$ cat config.mk
export PLATFORM = sky130hd
export DESIGN_NAME = control_unit
export DESIGN_NICKNAME = d
export VERILOG_FILES = /design/src/rtl/cu_pkg.sv /design/src/rtl/sat_counter.sv /design/src/rtl/control_unit.sv
export SDC_FILE = /design/constraint.sdc
export NUM_CORES = 1
export LEC_CHECK = 0
export ABC_AREA = 1
export CAP_MARGIN = 0
export CORE_UTILIZATION = 45
export CTS_BUF_LIST = sky130_fd_sc_hd__clkbuf_8
export CTS_CLUSTER_DIAMETER = 60
export DETAILED_ROUTE_END_ITERATION = 8
export HOLD_SLACK_MARGIN = 0.12
export PLACE_DENSITY = 0.78
export SYNTH_ARGS = -nofsm -noshare
export SYNTH_HDL_FRONTEND = slang
export SYNTH_HIERARCHICAL = 1
export SYNTH_SLANG_ARGS = --single-unit
$ cat constraint.sdc
create_clock -name clock -period 1.6 [get_ports clock]
set_input_delay 0.4 -clock clock [delete_from_list [all_inputs] [get_ports clock]]
set_output_delay 0.4 -clock clock [all_outputs]
set_load 0.02 [all_outputs]
$ cat src/rtl/cu_pkg.sv
// Shared encodings for the accumulator processor control unit and datapath.
// Holds the FSM state type, opcodes, ACC source selects and ALU operations.
package cu_pkg;

  typedef enum logic [2:0] {
    S_IDLE     = 3'd0,
    S_FETCH    = 3'd1,
    S_DECODE   = 3'd2,
    S_EXEC_MEM = 3'd3,
    S_HALT     = 3'd4
  } state_t;

  localparam int OP_W = 5;

  localparam logic [OP_W-1:0] OP_HLT  = 5'h00;
  localparam logic [OP_W-1:0] OP_STO  = 5'h01;
  localparam logic [OP_W-1:0] OP_LD   = 5'h02;
  localparam logic [OP_W-1:0] OP_LDI  = 5'h03;
  localparam logic [OP_W-1:0] OP_ADD  = 5'h04;
  localparam logic [OP_W-1:0] OP_ADDI = 5'h05;
  localparam logic [OP_W-1:0] OP_SUB  = 5'h06;
  localparam logic [OP_W-1:0] OP_SUBI = 5'h07;
  localparam logic [OP_W-1:0] OP_JMP  = 5'h08;
  localparam logic [OP_W-1:0] OP_BZ   = 5'h09;
  localparam logic [OP_W-1:0] OP_BN   = 5'h0A;

  localparam logic [1:0] ACC_SRC_IMM = 2'd0;
  localparam logic [1:0] ACC_SRC_MEM = 2'd1;
  localparam logic [1:0] ACC_SRC_ALU = 2'd2;

  localparam logic ALU_ADD = 1'b0;
  localparam logic ALU_SUB = 1'b1;

  localparam logic PC_SRC_INC = 1'b0;
  localparam logic PC_SRC_IR  = 1'b1;

  localparam logic ALU_B_MEM = 1'b0;
  localparam logic ALU_B_IMM = 1'b1;

  // Opcodes that need a data-memory read cycle before ACC can be written.
  function automatic logic is_mem_read(input logic [OP_W-1:0] op);
    logic hit;
    case (op)
      OP_LD, OP_ADD, OP_SUB: hit = 1'b1;
      default:               hit = 1'b0;
    endcase
    return hit;
  endfunction

endpackage

$ cat src/rtl/sat_counter.sv
// Up-counter that sticks at all-ones instead of wrapping.
// Used for the retired-instruction debug count.
module sat_counter #(
  parameter int WIDTH = 16
) (
  input  logic             clock,
  input  logic             reset,
  input  logic             inc,
  output logic [WIDTH-1:0] count
);

  logic [WIDTH-1:0] count_r;

  // Count register: async clear, saturating increment.
  always_ff @(posedge clock or posedge reset) begin
    if (reset) begin
      count_r <= '0;
    end else if (inc && (count_r != {WIDTH{1'b1}})) begin
      count_r <= count_r + {{(WIDTH-1){1'b0}}, 1'b1};
    end else begin
      count_r <= count_r;
    end
  end

  assign count = count_r;

endmodule

$ cat src/rtl/control_unit.sv
// Multi-cycle control FSM for the 16-bit accumulator processor: sequences
// PC/IR/ACC write enables, datapath selects and data-memory strobes.
module control_unit
  import cu_pkg::*;
#(
  parameter int OPCODE_WIDTH = 5,
  parameter int CNT_WIDTH    = 16
) (
  input  logic                    clock,
  input  logic                    cu_reset,
  input  logic                    cu_start,
  input  logic [OPCODE_WIDTH-1:0] opcode,
  input  logic                    acc_zero,
  input  logic                    acc_neg,
  output logic                    ir_wr,
  output logic                    pc_wr,
  output logic                    pc_src,
  output logic                    acc_wr,
  output logic [1:0]              acc_src,
  output logic                    alu_op,
  output logic                    alu_b_src,
  output logic                    mem_rd,
  output logic                    mem_wr,
  output logic                    busy,
  output logic                    halted,
  output logic [CNT_WIDTH-1:0]    retired_count
);

  state_t state_r;
  state_t next_state_s;
  logic   retire_s;

  // Opcodes wider than the defined field with any upper bit set fall to NOP.
  logic [OPCODE_WIDTH+OP_W-1:0] op_ext_s;
  logic                         op_in_range_s;
  logic [OP_W-1:0]              op_s;

  assign op_ext_s      = {{OP_W{1'b0}}, opcode};
  assign op_in_range_s = ((op_ext_s >> OP_W) == '0);
  assign op_s          = op_in_range_s ? op_ext_s[OP_W-1:0] : 5'h1F;

  // State register.
  always_ff @(posedge clock or posedge cu_reset) begin
    if (cu_reset) begin
      state_r <= S_IDLE;
    end else begin
      state_r <= next_state_s;
    end
  end

  // Next-state and strobe decode.
  always_comb begin
    next_state_s = state_r;
    ir_wr        = 1'b0;
    pc_wr        = 1'b0;
    pc_src       = PC_SRC_INC;
    acc_wr       = 1'b0;
    acc_src      = ACC_SRC_IMM;
    alu_op       = ALU_ADD;
    alu_b_src    = ALU_B_MEM;
    mem_rd       = 1'b0;
    mem_wr       = 1'b0;
    busy         = 1'b1;
    halted       = 1'b0;
    retire_s     = 1'b0;

    case (state_r)
      S_IDLE: begin
        busy = 1'b0;
        if (cu_start) begin
          next_state_s = S_FETCH;
        end else begin
          next_state_s = S_IDLE;
        end
      end

      S_FETCH: begin
        ir_wr        = 1'b1;
        next_state_s = S_DECODE;
      end

      S_DECODE: begin
        if (op_s == OP_HLT) begin
          next_state_s = S_HALT;
        end else if (is_mem_read(op_s)) begin
          mem_rd       = 1'b1;
          next_state_s = S_EXEC_MEM;
        end else begin
          pc_wr        = 1'b1;
          retire_s     = 1'b1;
          next_state_s = S_FETCH;
          case (op_s)
            OP_LDI: begin
              acc_wr  = 1'b1;
              acc_src = ACC_SRC_IMM;
            end
            OP_ADDI, OP_SUBI: begin
              acc_wr    = 1'b1;
              acc_src   = ACC_SRC_ALU;
              alu_b_src = ALU_B_IMM;
              alu_op    = (op_s == OP_SUBI) ? ALU_SUB : ALU_ADD;
            end
            OP_STO:  mem_wr = 1'b1;
            OP_JMP:  pc_src = PC_SRC_IR;
            OP_BZ:   pc_src = acc_zero;
            OP_BN:   pc_src = acc_neg;
            default: pc_src = PC_SRC_INC;
          endcase
        end
      end

      S_EXEC_MEM: begin
        acc_wr       = 1'b1;
        pc_wr        = 1'b1;
        retire_s     = 1'b1;
        next_state_s = S_FETCH;
        case (op_s)
          OP_ADD: begin
            acc_src = ACC_SRC_ALU;
            alu_op  = ALU_ADD;
          end
          OP_SUB: begin
            acc_src = ACC_SRC_ALU;
            alu_op  = ALU_SUB;
          end
          default: acc_src = ACC_SRC_MEM;
        endcase
      end

      S_HALT: begin
        busy   = 1'b0;
        halted = 1'b1;
        // PC was not advanced by HLT, so restart refetches the same address.
        if (cu_start) begin
          next_state_s = S_FETCH;
        end else begin
          next_state_s = S_HALT;
        end
      end

      default: begin
        busy         = 1'b0;
        next_state_s = S_IDLE;
      end
    endcase
  end

  sat_counter #(
    .WIDTH(CNT_WIDTH)
  ) u_retired (
    .clock (clock),
    .reset (cu_reset),
    .inc   (retire_s),
    .count (retired_count)
  );

endmodule

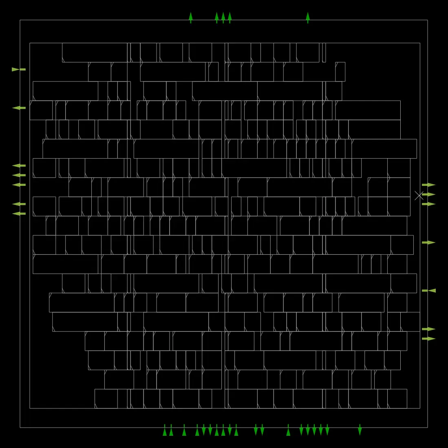
**Above:** cell placement.
Core ar.: 0.00285 mm^2
sequential cell area share: 21.8%
Finished Layout Cells: 302
# fillers: 203
row count: 19

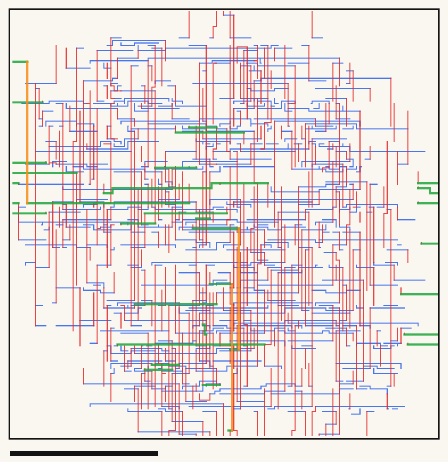
**Above:** wiring by layer.
Scale bar: 20 um.
Key: blue = metal 1 [wire length 1,820 um]; red = metal 2 [wire length 1,990 um]; green = metal 3 [wire length 182 um]; orange = metal 4 [wire length 55.1 um]
Routed WL: 4050 um
Tot GR Track Use: 23.2%
drt wl/cell: 13.4 um

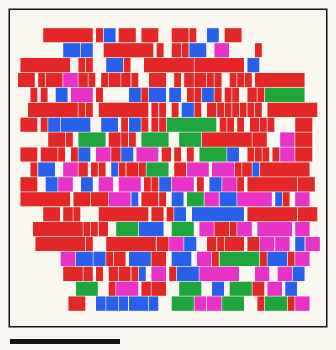
**Above:** cell sizes after repair.
Scale bar: 20 um.
Key: blue = _2 cells [cells 51, share 19%]; magenta = _3 and _4 cells [cells 39, share 14%]; red = _0 and _1 cells [cells 164, share 61%]; green = _6 and larger [cells 17, share 6.3%]
Plain + repair buffers: 66
fin area: 0.00218 mm^2
Area Overhead vs Synth: 56.7%

==> run_results.csv <==
group,metric,value,unit
outcome,outcome,"complete, but fails checks",
outcome,violations,"design-rule violations, negative setup slack",
layout,antenna_cells,0,
clock_network,cts.htree.levels,1,
place,gp_congestion,0.864,
critical_path,r2r_end,"u_retired/count[13]$_DFFE_PP0P_",
layout,comb_area,913,um^2
flow_run,tool_warnings,28,
place,place_area,0.00197,mm^2
pwr,pwr-share-clk,12.2,%
place,placed_cells,292,
yosys,synth_area,0.00139,mm^2
timing,worstMarginPinSlew,263,ps
layout,clkbuf_count,3,
critical_path,reg2reg_from,"state_r[2]$_DFF_PP0_",
clock_network,hold_buffers,0,
place,portBuffers,37,
layout,nonClkBufAreaFrac,27.5,%
yosys,fp_nets,214,
critical_path,critPathRequiredTime,1200,ps
yosys,synthAoiAreaFrac,9.16,%
yosys,synth_cell_type_count,25,
yosys,ys_chip_area,0.00139,mm^2
global_route,grt_pass1_vias,1334,
timing,clock.fmax,579,MHz
yosys,synthCells,203,
timing,min_period,1730,ps
global_route,top_usage_layer,"met2",
critical_path,cp_data_arrival_time,1330,ps
critical_path,path_cells,"inv_2, nand3_4, buf_12, nor2_1, buf_4",
yosys,edf_count,0,
route,drtIter0Drc,51,
yosys,simple_gate_share,44.6,%
pwr,combPwrFrac,63.5,%
clock_network,clk_path_buf_depth,2,
timing,finalCritPeriodShare,108,%
clock_network,clk_latency,250,ps
timing,fin_worst_skew,1.32,ps
die,die_area,0.00332,mm^2
route,dr_wl_met3,181,um
yosys,adder_share,0.898,%
layout,comb_area_share,41.8,%
clock_network,clock-sinks,19,
flow_run,cap_viol_max_count,0,
route,drc_errors,1,
pwr,p_sw,0.00115,W
die,die_width,57.7,um
critical_path,cp.depth,5,
clock_network,clock-root-buffer,"clkbuf_8",
pwr,sequentialPower,0.000645,W
critical_path,cp-startpoint,"state_r[2]$_DFF_PP0_",
yosys,avgSynthCellArea,6.87,um^2
pwr,clk-power,0.000325,W
global_route,antenna_found_initial,0,
yosys,synth.top_cell.area_share,34.1,%
yosys,yosysWarnings,6,
layout,nets,283,
layout,largest_reg_flops,16,
die,fp_util,48.9,%
yosys,ys.flop_type,"dfrtp_1",
pwr,vdd_drop_max,0.843,mV
global_route,grt_max_degree,17,
clock_network,post_cts_resized,100,
min_path,hp-class,"in -> async",
timing,finalSetupViolCount,17,
critical_path,end_kind,"output pin",
layout,fin_util,76.6,%
clock_network,numCtsBuffers,3,
critical_path,worst-path-buf-inv,3,
critical_path,rrSetupSlack,-40,ps
layout,layout_top_cell,"nand2_1",
die,die.size.y,57.7,um
route,postRouteAntennaNets,0,
global_route,met1_usage,31.7,%
route,firstDrtPassIters,7,
timing,setup_ws,-126,ps
yosys,yosysMostFrequentCell,"nand2_1",
yosys,ys_cells,203,
critical_path,worst_path_max_delay_cell,"dfrtp_1",
timing,tns,-832,ps
yosys,yosysTopAreaCell,"dfrtp_1",
yosys,ys_top_logic_family,"simple AND/OR/NAND/NOR gates",
critical_path,cp-start-kind,"flip-flop",
yosys,synth_seq_share,34.1,%
global_route,met2_usage,38.2,%
critical_path,cp_top_family,"buffers and inverters",
pwr,p_per_area,1220,mW/mm^2
pwr,p_comb,0.00169,W
layout,clock_cell_area_share,2.06,%
critical_path,r2r_cells,13,
pwr,seq_power_share,24.2,%
critical_path,crit_fanout,4,
timing,hold_viol,0,
layout,num-multi-input-gates,155,
layout,drive_above_1_share,39.5,%
layout,num-nonclk-inverters,27,
die,ios,38,
global_route,grt_pass1_wl,6020,um
route,viasPerCell,5.27,
timing,holdWs,363,ps
yosys,synth.area.top_cells,"dfrtp_1, nand2_1, inv_1",
timing,slew_headroom,82.4,%
critical_path,crit_end,"mem_rd",
place,post-place-ws,-827,ps
route,top_layer,"met4",
pwr,p_leak,1.04,nW
layout,final_cell_mix,"nand2_1, buf_4, inv_1",
pwr,p_int,0.00151,W
clock_network,post_cts_buffers,1,
yosys,synth_flops,19,
clock_network,cts_tree,"built",
timing,rsz0062_at_grt,"yes",
route,met1_length,1820,um
layout,seq_area,477,um^2
place,dpl.hpwl,2660,um
pwr,maxPowerGroup,"combinational logic",
timing,drv_slew,0,
yosys,synthXorXnorAreaFrac,2.51,%
yosys,synth_async_sr_flop_share,100,%
yosys,common_cells,"nand2_1, inv_1, nor2_1",
clock_network,clk_pin_slew,70,ps
route,met2_wirelength,1990,um
layout,flops,19,
critical_path,critPathMaxStageDelay,400,ps
global_route,overflow,0,
layout,dominant_cells,"combinational gates",
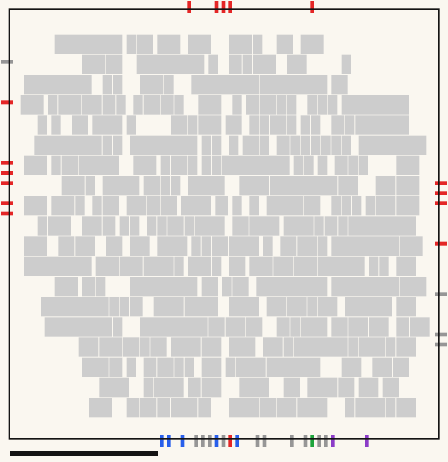
**Above:** pin placement.
Scale bar: 20 um. Pins as bars across the die edge, other pins in gray.
Key: red = retired_count [pins 16, direction output, edge 6 left, 5 top, 4 right, 1 bottom]; green = halted [pins 1, direction output, edge bottom]; blue = opcode [pins 5, direction input, edge bottom]; purple = acc_src [pins 2, direction output, edge bottom]

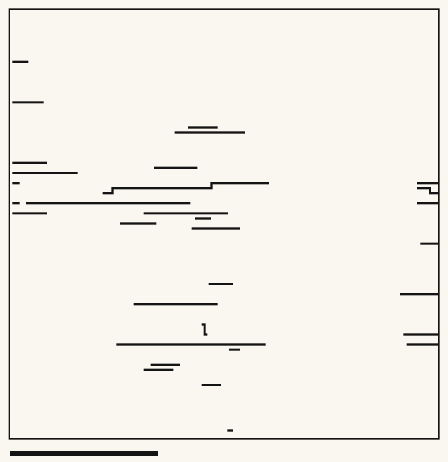
**Above:** signal wires on met3.
Scale bar: 20 um.
The wires run mostly horizontal. 27 nets have wire on it. The layer holds 4.5% of the routed length.
via count: 1,592
met3 Usage GRT: 5.36%

Power and IR drop assume default switching activity.
